==> config.mk <==
export PLATFORM = sky130hd
export DESIGN_NAME = rr_arbiter8
export DESIGN_NICKNAME = d
export VERILOG_FILES = /design/src/rtl/rr_arbiter8.sv
export SDC_FILE = /design/constraint.sdc
export NUM_CORES = 1
export LEC_CHECK = 0
export CAP_MARGIN = 10
export CORE_ASPECT_RATIO = 1.75
export CORE_UTILIZATION = 51
export CTS_BUF_LIST = sky130_fd_sc_hd__clkbuf_4 sky130_fd_sc_hd__clkbuf_8
export CTS_CLUSTER_SIZE = 28
export DETAILED_ROUTE_END_ITERATION = 6
export PLACE_DENSITY = 0.76
export SETUP_SLACK_MARGIN = 0.05
export SYNTH_ARGS = -nofsm -noshare
export SYNTH_HDL_FRONTEND = slang
export SYNTH_SLANG_ARGS = --single-unit
export TNS_END_PERCENT = 5
==> constraint.sdc <==
create_clock -name clk -period 3.4 [get_ports clk]
set_input_delay 0.68 -clock clk [delete_from_list [all_inputs] [get_ports clk]]
set_output_delay 0.68 -clock clk [all_outputs]
set_load 0.005 [all_outputs]
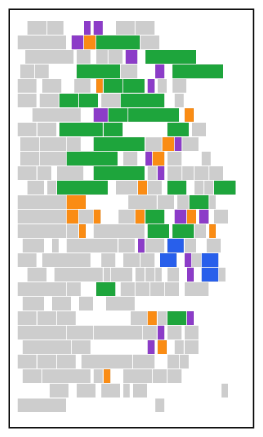
Fig. 1. Gate families picked out.
Purple is NAND gates, cells 18. Blue is XOR/XNOR gates, cells 4, where middle right. Orange is NOR gates, cells 16. Green is multiplexers, cells 26.
Non-Filler Instances: 239
Comb area share: 0.5607

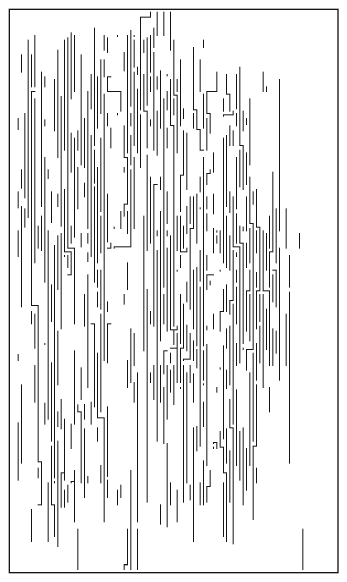
Fig. 2. Met2 routing.
187 nets have wire on it. The longest straight run is 37.1 um. The layer holds 55% of the routed length. The wires run mostly vertical.
Post-Route WL: 4607 um
met2 Resource Use GR: 0.4857
via count: 1583

==> out/metrics.yaml <==
status: "finished, final reports clean"
synth_cell_types: 57
n_fill_cell: 248
crit_path_top_delay_cell: "dfstp_2"
relSlewSlack: 0.5178
fmax_ghz: 0.3095
core-area_sq_um: 3142
rrSetupSlack_ns: 0.17
setup_viol: 0
drcViolationCount: 0
min_path_type: "reg -> reg"
ys_area_sq_um: 1690
via_per_inst: 6.623
crit_type: "reg -> reg"
rows: 27
critPathLaunchType: "flop"
cts_htree_levels: 1
ios: 24
critPathRequiredTime_ns: 3.54
fin_skew_ns: 0.001746
clk_pin_slew_ns: 0.06
logic_area_sq_um: 1156
num-nets-final: 210
async_reset_ff_frac: 1.000
synth_warnings: 0
antenna_left: 0
grt_max_degree: 24
tritoncts: "done"
netlist_area_sq_um: 1690
clk_latency_ns: 0.25
place_hpwl_um: 3629
tool_warnings: 28
grt_usage: 0.2766
finalWorstSetupSlack_ns: 0.1690
ctsHoldBuffers: 0
end_kind: "flop"
io_buffers: 22
mux_area_frac: 0.2546
aoi_share: 0.2517
critPathArrivalTime_ns: 3.37
die_w_um: 45.52
wl_per_cell_um: 19.28
rsz0062_at_grt: "true"
place_ws_ns: -0.05366
finalHoldViolCount: 0
path_delay_family: "AND-OR/OR-AND gates"
ys_sh_simple: 0.1281
yosys.area.top_type: "dfrtp_1"
worst-path-buf-inv: 1
firstDrtPassIters: 4
root_buffer: "clkbuf_8"
worstPathCellList: "inv_1 -> ha_4 -> mux2i_1 -> mux4_2 -> and2_4 -> a22o_1 -> a211o_1 -> a311o_2 -> a32o_2"
synthAdderAreaFrac: 0.01480
maxSlewViolCount: 0
whs_path_depth: 1
antenna_found_initial: 0
largest_register_ffs: 8
common_cells: "dfrtp_1, nand2_1, a21oi_1, mux2i_1, mux4_1"
grt_pass1_vias: 1589
cap_violations: 0
r2r_cells: 9
fp_util: 0.5380
place_inst: 235
cts_buffer_depth: 2
cp_num_cells: 9
cpPeakStageDelay_ns: 0.53
yosysMostFrequentCell: "dfrtp_1"
synthFlopType: "dfrtp_1"
cts.repair.resized: 0
drt_iter0_markers: 65
topCombFamilyByArea: "multiplexers"
worst_pin_slew_ns: 0.7210
yosys.stat.seqShare: 0.2391
cts.sinks: 16
top_cells_by_area: "dfrtp_1, mux4_1, mux2i_1"
gp_congestion: 1.028
finalClockPeriodUsage: 0.9503
flop_area_sq_um: 404.1
ys_sh_xor: 0.02073
cts_setup_buffers: 0
fin_crit_ns: 3.231
syn_nets: 176
tns_ns: 0
cts_made_buffers: 3
grt_overflow: 0
grt_pass1_wl_um: 7203
numSynthFlops: 16
synthCells: 163
top_cell_area_share: 0.1925
placed_cell_area_sq_um: 1999
syn2layout_area_growth_pct: 21.98
finalInstanceArea_sq_um: 2062
die-height_um: 78.16
synth_area_per_cell_sq_um: 10.37
die-area_sq_um: 3558
ys_cells: 163
drive_above_1_share: 0.2551
critPathMaxFanout: 13
diodes: 0
edf_count: 0
[per-layer routing]
metal,vias to the layer above,part of all wire,track usage
met3,18,0.037,0.02299
met2,74,0.55,0.4857
li1,714,-,-
met5,-,0,0
met1,777,0.37,0.3045
met4,0,0.043,0.1576
[final cells by class]
| cell class | count | share of cell area |
|---|---|---|
| Tap cell | 43 | 0.02609 |
| Multi-Input combinational cell | 128 | 0.5607 |
| Clock buffer | 4 | 0.02670 |
| Timing Repair Buffer | 42 | 0.1796 |
| Sequential cell | 16 | 0.1960 |
| Inverter | 6 | 0.01092 |
[cells in the final DEF (no fill, tap or decap), drive strengths merged, types with 2 or more instances in the layout]
| master | n |
|---|---|
| a2111oi | 2 |
| a21o | 3 |
| a21oi | 10 |
| a22o | 3 |
| a311o | 2 |
| a311oi | 2 |
| a31oi | 4 |
| a32o | 8 |
| and2 | 4 |
| and3 | 2 |
| buf | 20 |
| clkbuf | 4 |
| clkdlybuf4s50 | 22 |
| dfrtp | 13 |
| dfstp | 3 |
| ha | 2 |
| inv | 6 |
| mux2 | 5 |
| mux2i | 10 |
| mux4 | 11 |
| nand2 | 11 |
| nand2b | 3 |
| nand3 | 3 |
| nor2 | 6 |
| nor2b | 3 |
| nor3 | 7 |
| o21a | 2 |
| o21ai | 5 |
| xor2 | 3 |
[stage by stage]
stage / hold slack, ns / utilization
2_1_floorplan: 0.3844 / -
3_3_place_gp: 0.4677 / 0.6364
3_5_place_dp: 0.4790 / 0.6364
4_1_cts: 0.4936 / 0.6539
5_1_grt: 0.5018 / 0.6563
6_report: 0.4918 / 0.6563
